`src/rtl/video_pkg.sv`:
```
// Shared constants and pixel type for the video layer mixer.
package video_pkg;

    localparam int COLSPC_DEF  = 10;
    localparam int ALPHA_W     = 8;
    localparam int MIX_LATENCY = 3;

    typedef struct packed {
        logic [COLSPC_DEF-1:0] r;
        logic [COLSPC_DEF-1:0] g;
        logic [COLSPC_DEF-1:0] b;
    } rgb_t;

endpackage

```
`src/rtl/video_prio_select.sv`:
```
// Finds the lowest- and second-lowest-index opaque layers; index NLAYERS means none.
module video_prio_select
    import video_pkg::*;
#(
    parameter int NLAYERS = 8,
    parameter int SEL_W   = $clog2(NLAYERS + 1)
) (
    input  logic [NLAYERS-1:0] opaque,
    output logic [SEL_W-1:0]   first_idx,
    output logic               first_found,
    output logic [SEL_W-1:0]   second_idx,
    output logic               second_found
);

    // Scanning downward lets each hit demote the previous best to second place.
    always_comb begin
        first_idx    = SEL_W'(NLAYERS);
        first_found  = 1'b0;
        second_idx   = SEL_W'(NLAYERS);
        second_found = 1'b0;
        for (int i = NLAYERS - 1; i >= 0; i--) begin
            if (opaque[i]) begin
                second_idx   = first_idx;
                second_found = first_found;
                first_idx    = SEL_W'(i);
                first_found  = 1'b1;
            end
        end
    end

endmodule

```
`src/rtl/video_layer_mixer.sv`:
```
// Priority layer mixer with a fixed 3-stage pipeline and frame-synchronous shadow config.
// Optional layer-0 alpha blend is enabled by defining VIDEO_MIXER_ALPHA_EN.
module video_layer_mixer
    import video_pkg::*;
#(
    parameter int NLAYERS = 8,
    parameter int COLSPC  = COLSPC_DEF,
    parameter int FCNT_W  = 16
) (
    input  logic                             video_clk_pix,
    input  logic                             video_rst,
    input  logic                             video_enable,
    input  logic                             hsync,
    input  logic                             vsync,
    input  logic                             frame_start,
    input  logic                             line_start,
    input  logic [NLAYERS-1:0][COLSPC-1:0]   layer_red,
    input  logic [NLAYERS-1:0][COLSPC-1:0]   layer_green,
    input  logic [NLAYERS-1:0][COLSPC-1:0]   layer_blue,
    input  logic [NLAYERS-1:0]               cfg_layer_en,
    input  logic [COLSPC-1:0]                cfg_bg_red,
    input  logic [COLSPC-1:0]                cfg_bg_green,
    input  logic [COLSPC-1:0]                cfg_bg_blue,
    input  logic [ALPHA_W-1:0]               cfg_alpha,
    output logic [COLSPC-1:0]                red,
    output logic [COLSPC-1:0]                green,
    output logic [COLSPC-1:0]                blue,
    output logic                             o_video_enable,
    output logic                             o_hsync,
    output logic                             o_vsync,
    output logic                             o_frame_start,
    output logic                             o_line_start,
    output logic [$clog2(NLAYERS+1)-1:0]     layer_sel,
    output logic [FCNT_W-1:0]                frame_count
);

    localparam int SEL_W = $clog2(NLAYERS + 1);

    typedef struct packed {
        logic [COLSPC-1:0] r;
        logic [COLSPC-1:0] g;
        logic [COLSPC-1:0] b;
    } pix_t;

    typedef struct packed {
        logic de;
        logic hs;
        logic vs;
        logic fs;
        logic ls;
    } tim_t;

    logic [NLAYERS-1:0]            mask_q, mask_d, mask_eff;
    pix_t                          bg_q, bg_d, bg_eff;
    logic [ALPHA_W-1:0]            alpha_q, alpha_d, alpha_eff;
    logic [FCNT_W-1:0]             frame_count_q, frame_count_d;
    pix_t [NLAYERS-1:0]            pix_s1_q, pix_s1_d;
    logic [NLAYERS-1:0]            opq_s1_q, opq_s1_d;
    pix_t                          bg_s1_q, bg_s1_d;
    logic [ALPHA_W-1:0]            alpha_s1_q, alpha_s1_d;
    pix_t                          top_s2_q, top_s2_d;
    pix_t                          below_s2_q, below_s2_d;
    logic [SEL_W-1:0]              sel_s2_q, sel_s2_d;
    logic                          l0_s2_q, l0_s2_d;
    logic [ALPHA_W-1:0]            alpha_s2_q, alpha_s2_d;
    pix_t                          out_q, out_d;
    logic [SEL_W-1:0]              sel_q, sel_d;
    tim_t [MIX_LATENCY-1:0]        tim_q, tim_d;
    logic [SEL_W-1:0]              first_idx, second_idx;
    logic                          first_found, second_found;

    video_prio_select #(.NLAYERS(NLAYERS), .SEL_W(SEL_W)) u_prio (
        .opaque       (opq_s1_q),
        .first_idx    (first_idx),
        .first_found  (first_found),
        .second_idx   (second_idx),
        .second_found (second_found)
    );

`ifdef VIDEO_MIXER_ALPHA_EN
    // Widest sum is top*256 + below*255, which fits in COLSPC+9 bits.
    function automatic logic [COLSPC-1:0] blend(input logic [COLSPC-1:0] t,
                                                input logic [COLSPC-1:0] b,
                                                input logic [ALPHA_W-1:0] a);
        logic [COLSPC+8:0] acc;
        acc = (COLSPC+9)'(t) * (COLSPC+9)'({1'b0, a} + 9'd1)
            + (COLSPC+9)'(b) * (COLSPC+9)'(9'd255 - {1'b0, a});
        return acc[COLSPC+8:8];
    endfunction
`else
    logic unused_blend;
    assign unused_blend = ^{l0_s2_q, alpha_s2_q, below_s2_q};
`endif

    always_comb begin
        // A frame_start cycle sees the incoming config immediately.
        mask_eff      = frame_start ? cfg_layer_en : mask_q;
        bg_eff        = frame_start ? pix_t'{cfg_bg_red, cfg_bg_green, cfg_bg_blue} : bg_q;
        alpha_eff     = frame_start ? cfg_alpha : alpha_q;
        mask_d        = mask_eff;
        bg_d          = bg_eff;
        alpha_d       = alpha_eff;
        frame_count_d = frame_start ? frame_count_q + FCNT_W'(1) : frame_count_q;

        for (int i = 0; i < NLAYERS; i++) begin
            pix_s1_d[i] = pix_t'{layer_red[i], layer_green[i], layer_blue[i]};
            opq_s1_d[i] = mask_eff[i] & (|{layer_red[i], layer_green[i], layer_blue[i]});
        end
        bg_s1_d    = bg_eff;
        alpha_s1_d = alpha_eff;
        tim_d      = {tim_q[MIX_LATENCY-2:0],
                      tim_t'{video_enable, hsync, vsync, frame_start, line_start}};

        top_s2_d   = bg_s1_q;
        below_s2_d = bg_s1_q;
        for (int i = 0; i < NLAYERS; i++) begin
            if (first_found && first_idx == SEL_W'(i)) top_s2_d = pix_s1_q[i];
            if (second_found && second_idx == SEL_W'(i)) below_s2_d = pix_s1_q[i];
        end
        sel_s2_d   = first_idx;
        l0_s2_d    = first_found && (first_idx == '0);
        alpha_s2_d = alpha_s1_q;

        out_d = top_s2_q;
`ifdef VIDEO_MIXER_ALPHA_EN
        if (l0_s2_q) begin
            out_d.r = blend(top_s2_q.r, below_s2_q.r, alpha_s2_q);
            out_d.g = blend(top_s2_q.g, below_s2_q.g, alpha_s2_q);
            out_d.b = blend(top_s2_q.b, below_s2_q.b, alpha_s2_q);
        end
`endif
        if (!tim_q[1].de) out_d = '0;
        sel_d = sel_s2_q;
    end

    always_ff @(posedge video_clk_pix) begin
        if (video_rst) begin
            mask_q        <= '1;
            bg_q          <= '0;
            alpha_q       <= '1;
            frame_count_q <= '0;
            pix_s1_q      <= '0;
            opq_s1_q      <= '0;
            bg_s1_q       <= '0;
            alpha_s1_q    <= '1;
            top_s2_q      <= '0;
            below_s2_q    <= '0;
            sel_s2_q      <= SEL_W'(NLAYERS);
            l0_s2_q       <= 1'b0;
            alpha_s2_q    <= '1;
            out_q         <= '0;
            sel_q         <= SEL_W'(NLAYERS);
            tim_q         <= '0;
        end else begin
            mask_q        <= mask_d;
            bg_q          <= bg_d;
            alpha_q       <= alpha_d;
            frame_count_q <= frame_count_d;
            pix_s1_q      <= pix_s1_d;
            opq_s1_q      <= opq_s1_d;
            bg_s1_q       <= bg_s1_d;
            alpha_s1_q    <= alpha_s1_d;
            top_s2_q      <= top_s2_d;
            below_s2_q    <= below_s2_d;
            sel_s2_q      <= sel_s2_d;
            l0_s2_q       <= l0_s2_d;
            alpha_s2_q    <= alpha_s2_d;
            out_q         <= out_d;
            sel_q         <= sel_d;
            tim_q         <= tim_d;
        end
    end

    assign red            = out_q.r;
    assign green          = out_q.g;
    assign blue           = out_q.b;
    assign layer_sel      = sel_q;
    assign frame_count    = frame_count_q;
    assign o_video_enable = tim_q[MIX_LATENCY-1].de;
    assign o_hsync        = tim_q[MIX_LATENCY-1].hs;
    assign o_vsync        = tim_q[MIX_LATENCY-1].vs;
    assign o_frame_start  = tim_q[MIX_LATENCY-1].fs;
    assign o_line_start   = tim_q[MIX_LATENCY-1].ls;

endmodule

```
`config.mk`:
```
export PLATFORM = sky130hd
export DESIGN_NAME = video_layer_mixer
export DESIGN_NICKNAME = d
export VERILOG_FILES = /design/src/rtl/video_pkg.sv /design/src/rtl/video_prio_select.sv /design/src/rtl/video_layer_mixer.sv
export SDC_FILE = /design/constraint.sdc
export NUM_CORES = 1
export LEC_CHECK = 0
export ABC_AREA = 1
export CELL_PAD_IN_SITES_DETAIL_PLACEMENT = 2
export CELL_PAD_IN_SITES_GLOBAL_PLACEMENT = 2
export CORE_ASPECT_RATIO = 1.1
export CORE_UTILIZATION = 29
export CTS_BUF_LIST = sky130_fd_sc_hd__clkbuf_8 sky130_fd_sc_hd__clkbuf_16
export CTS_CLUSTER_DIAMETER = 200
export DETAILED_ROUTE_END_ITERATION = 8
export PLACE_DENSITY = 0.8
export SYNTH_ARGS = -nofsm -noshare
export SYNTH_HDL_FRONTEND = slang
export SYNTH_SLANG_ARGS = --single-unit
```
`constraint.sdc`:
```
create_clock -name video_clk_pix -period 2.9 [get_ports video_clk_pix]
set_clock_uncertainty 0.15 [all_clocks]
set_input_delay 0.725 -clock video_clk_pix [delete_from_list [all_inputs] [get_ports video_clk_pix]]
set_output_delay 0.725 -clock video_clk_pix [all_outputs]
set_load 0.01 [all_outputs]
```
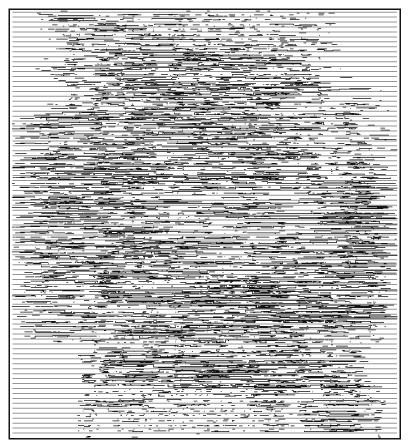
*Met1 routing, run 1*
Supply wires on this layer in gray.
main direction: horizontal
nets with wire on the layer: 2421
longest straight run: 82.3 µm
wire length on this layer: 26.5 mm
met1 Use GR: 29.42%
vias: 13.60k
final wirelength: 60.15 mm

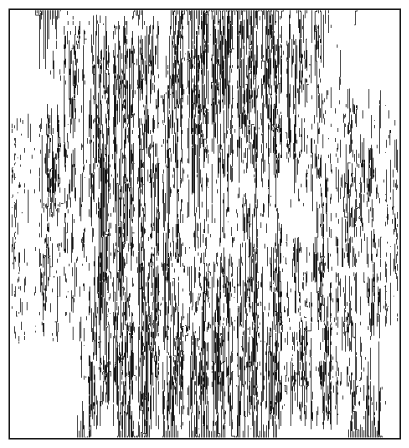
*The metal 2 layer, run 1*
nets with wire on the layer: 2282
main direction: vertical
longest straight run: 83.3 µm
share of all routed wire: 49%
wire length on this layer: 29.3 mm
met2 GRT Util: 40.89%

==> deck_impl_summary.md, run 1 <==
Run Summary

Synthesis
  – Top cell area share: 53.80%
  – Top_reg_cell synth: dfxtp_1
  – Synth Seq Share: 53.80%
  – # Cells Yosys: 1919
  – Post-synth ARST share: 0%
  – Compound Share, Synth: 9.311%
  – Yosys chip area: 0.01432 mm²
  – Top cell type by total area after synthesis: dfxtp_1
  – Count leader, synth: inv_1
  – Unique masters post-synth: 33
  – Logic family by area: simple AND/OR/NAND/NOR gates

Final layout
  – Non-clock inverters: 398
  – Flop share of the area: 38.28%
  – Non-filler cells, final: 2946
  – Combinational Area: 0.004770 mm²
  – Proportion of cell area spent on the clock network: 7.202%
  – Logic Gate Count: 1043
  – Share of cells above drive strength 1: 6.547%
  – Flop Count: 385
  – Final core occ: 41.25%

CTS
  – Root buffer cell: clkbuf_16
  – Post-CTS Hold Fix Bufs: 0
  – TritonCTS clock tree: yes
  – Clk slew on worst S/H paths: 0.06 ns
  – TritonCTS Buffers: 41

Detailed routing
  – Final ANT Viol Nets: 0
  – Pre-antenna DRT Iters: 7
  – M1 WL: 26.46 mm
  – WL met3: 1.858 mm
  – Highest routed layer: met5
  – DRC Markers: 4
  – Drt wl/cell: 20.42 µm

Setup path
  – Critical path depth in cells: 11
  – Crit Path Max Fanout: 21
  – R2r endpoint: top_s2_q[8]
  – CP Cell Sequence: nor2_2 -> buf_4 -> nand2_2 -> nand3_1 -> buf_4 -> buf_4 -> nand3_1 -> o211ai_1 -> nand2_1 -> nand2_1 -> a31oi_1
  – CP max stage delay: 0.35 ns
  – Worst Setup End Kind: flip-flop
  – Slowest CP cell: dfxtp_1
  – Crit path DAT: 2.99 ns

Power and ir drop
  – P_seq: 0.00571 W
  – Clock group power: 0.00562 W
  – PD cells: 657.1 mW/mm²
  – Leading power group: registers
  – Leak pwr: 9.159 nW
  – Seq pwr share: 43.1%

STA
  – Fin crit share: 95.00%
  – Slew at the pin with the worst max-slew slack: 0.6351 ns
  – Highest Clock Rate: 0.3630 GHz
  – Post-route worst setup slack: 0.1449 ns
  – Count of pins over their slew limit: 0
  – Post-layout minimum cycle time: 2.755 ns
  – Fin. Hold Viols: 0
  – Setup_tns: 0 ns

Placement
  – Routability cong.: 0.8998
  – Tally of buffers added on design ports: 339
  – Post-DP Area: 0.01867 mm²
  – Dpl ws: 0.06529 ns

Worst hold path
  – Class of the worst hold path: flip-flop to flip-flop
  – Min-Delay Endpoint: tim_d[11]

Floorplanning
  – Initial Util: 29.35%
  – Die area: 0.05029 mm²
  – Core area: 0.04882 mm²
  – N_taps: 652

Global route
  – Most Used Layer, Global Route: met2
  – Grt total ovfl: 0
  – Tot GR Track Use: 23.64%

Run status
  – Status: finished, violations left
  – Failing checks: design-rule violations
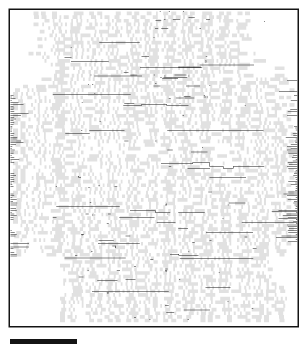
*Met3 routing, run 1*
Scale bar: 50 µm. Cells faint in the background.
share of all routed wire: 3.1%
longest straight run: 71.3 µm
nets with wire on the layer: 201
wire length on this layer: 1860 µm
GR Util met3: 2.984%

## run 1: flip-flops by register name, indices dropped and copies added (netlist names), 4 cells and up
register     cells
blue            10
pix_s1_q       240
bg_s1_q         30
mask_q           8
top_s2_q        30
sel_d            4
red             10
layer_sel        4
tim_d           10
green           10
frame_count     16
opq_s1_q         8
## run 1: how the worst max path moves through the flow
stage | startpoint | to | slack [ns]
after floorplan | opq_s1_q[0] | top_s2_q[17] | 0.94
after global routing | opq_s1_q[0] | top_s2_q[16] | 0.0002
after detailed placement | frame_start | frame_count[13] | 0.07
after global placement | frame_start | frame_count[13] | 0.11
final | opq_s1_q[0] | top_s2_q[8] | 0.14
after CTS | opq_s1_q[0] | top_s2_q[2] | 0.18
### Clock nets, run 1

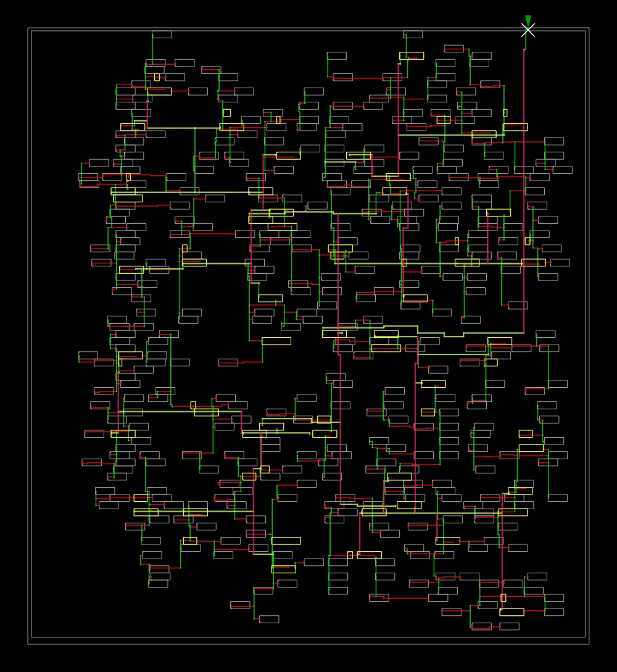

==> run 2, diff against run 1 <==
--- a/config.mk
+++ b/config.mk
@@ -6,14 +6,12 @@
 export NUM_CORES = 1
 export LEC_CHECK = 0
 export ABC_AREA = 1
-export CELL_PAD_IN_SITES_DETAIL_PLACEMENT = 2
-export CELL_PAD_IN_SITES_GLOBAL_PLACEMENT = 2
 export CORE_ASPECT_RATIO = 1.1
-export CORE_UTILIZATION = 29
+export CORE_UTILIZATION = 53
 export CTS_BUF_LIST = sky130_fd_sc_hd__clkbuf_8 sky130_fd_sc_hd__clkbuf_16
 export CTS_CLUSTER_DIAMETER = 200
 export DETAILED_ROUTE_END_ITERATION = 8
-export PLACE_DENSITY = 0.8
+export PLACE_DENSITY = 0.82
 export SYNTH_ARGS = -nofsm -noshare
 export SYNTH_HDL_FRONTEND = slang
 export SYNTH_SLANG_ARGS = --single-unit
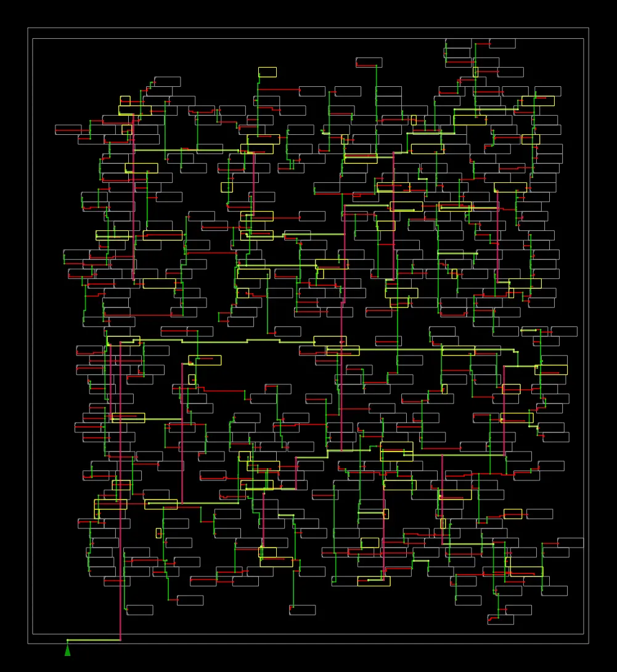
*Clock nets, run 2*
TritonCTS Buffers: 37
Clock Sinks: 385
clkbuf count: 48

==> deck_impl_summary.md, run 2 <==
Run Summary

Run status
  – Status: complete, no violations

Global route
  – Met2 GRT Util: 50.80%
  – Most Used Layer, Global Route: met2
  – Met1 Use GR: 40.32%
  – Grt total ovfl: 0
  – GR Util met3: 4.557%

Synthesis
  – Post-synth ARST share: 0%
  – Synth Seq Share: 53.80%
  – Top cell type by total area after synthesis: dfxtp_1
  – # Cells Yosys: 1919
  – Yosys chip area: 0.01432 mm²
  – Count leader, synth: inv_1
  – Unique masters post-synth: 33
  – Top_reg_cell synth: dfxtp_1
  – Count of library flops with an enable pin: 0
  – Top cell area share: 53.80%
  – Count of yosys warnings during synthesis: 0

Placement
  – Routability cong.: 0.9760
  – Dpl ws: 0.1419 ns
  – Post-DP Area: 0.01808 mm²
  – Tally of buffers added on design ports: 339

STA
  – Post-route worst setup slack: 0.04441 ns
  – Setup_tns: 0 ns
  – Post-layout minimum cycle time: 2.856 ns
  – # setup viols final: 0
  – Fin crit share: 98.47%
  – Count of pins over their slew limit: 0
  – Highest Clock Rate: 0.3502 GHz
  – Fin. Hold Viols: 0

Final layout
  – Non-filler cells, final: 2616
  – Top reg by flops: pix_s1_q
  – Non-Clock Buffer Count: 371
  – Biggest regs: pix_s1_q (240), bg_s1_q (30), top_s2_q (30)
  – Non-clock inverters: 398
  – Max-area cell class: sequential cells
  – Combinational Area: 0.004776 mm²
  – Final core occ: 73.51%
  – Share of cells above drive strength 1: 5.256%
  – Proportion of cell area spent on the clock network: 6.330%
  – Max reg flops: 240
  – Flop Count: 385
  – Logic Gate Count: 1043
  – Flop share of the area: 39.87%

Detailed routing
  – Pre-antenna DRT Iters: 6
  – Highest routed layer: met4
  – M1 WL: 18.00 mm
  – Drt wl/cell: 16.76 µm
  – Vias: 13.52k
  – WL met3: 3.450 mm
  – Final ANT Viol Nets: 0

Setup path
  – Crit path DAT: 3.10 ns
  – CP Cell Sequence: nor2_1 -> nand2_1 -> a21oi_4 -> nand3_1 -> o21ai_0 -> nand3_1 -> nand3_1 -> nand3_1 -> a21oi_1 -> nor2_1
  – CP max stage delay: 0.39 ns
  – Slowest CP cell: nand3_1
  – Critical path depth in cells: 10
  – R2r endpoint: top_s2_q[21]
  – Crit Path Max Fanout: 15
  – Worst Setup End Kind: flip-flop

Worst hold path
  – WHS Path Cells: 2
  – Min-Delay Endpoint: tim_d[11]
  – Class of the worst hold path: flip-flop to flip-flop

Power and ir drop
  – Clock group power: 0.00476 W
  – Seq pwr share: 46.8%
  – PD cells: 630.2 mW/mm²
  – P_seq: 0.00570 W
  – Clk pwr share: 39.1%
  – Leading power group: registers
  – Leak pwr: 8.943 nW
  – Sw frac: 25.59%

CTS
  – Clk slew on worst S/H paths: 0.07 ns
  – Post-CTS Hold Fix Bufs: 0
  – TritonCTS clock tree: yes
  – Root buffer cell: clkbuf_16

Floorplanning
  – Die area: 0.02769 mm²
  – N_taps: 352
  – Core area: 0.02630 mm²
  – Initial Util: 54.47%
==> run 2: worst max-delay path by stage <==
stage                      from      endpoint  slack, ns
CTS                 opq_s1_q[4]  top_s2_q[17]       0.16
finish              opq_s1_q[4]  top_s2_q[21]       0.04
floorplan           opq_s1_q[0]  top_s2_q[17]       0.94
global route        opq_s1_q[4]  top_s2_q[12]      0.001
global placement    frame_start   opq_s1_q[2]       0.21
detailed placement  frame_start     mask_q[2]       0.14
==> run 2: kinds of logic (layout without fill, tap and decap cells) <==
family,after synthesis,after routing,share of synthesized area [%]
muxes,1,1,0.06988
AOI/OAI and AO/OA,245,245,9.311
DFF,385,385,53.80
and+or+nand+nor,796,796,23.77
buffers and inverters,491,836,12.96
adders and majority gates,1,1,0.08733
No activity file was given, so power comes from the tool's default toggle rates.
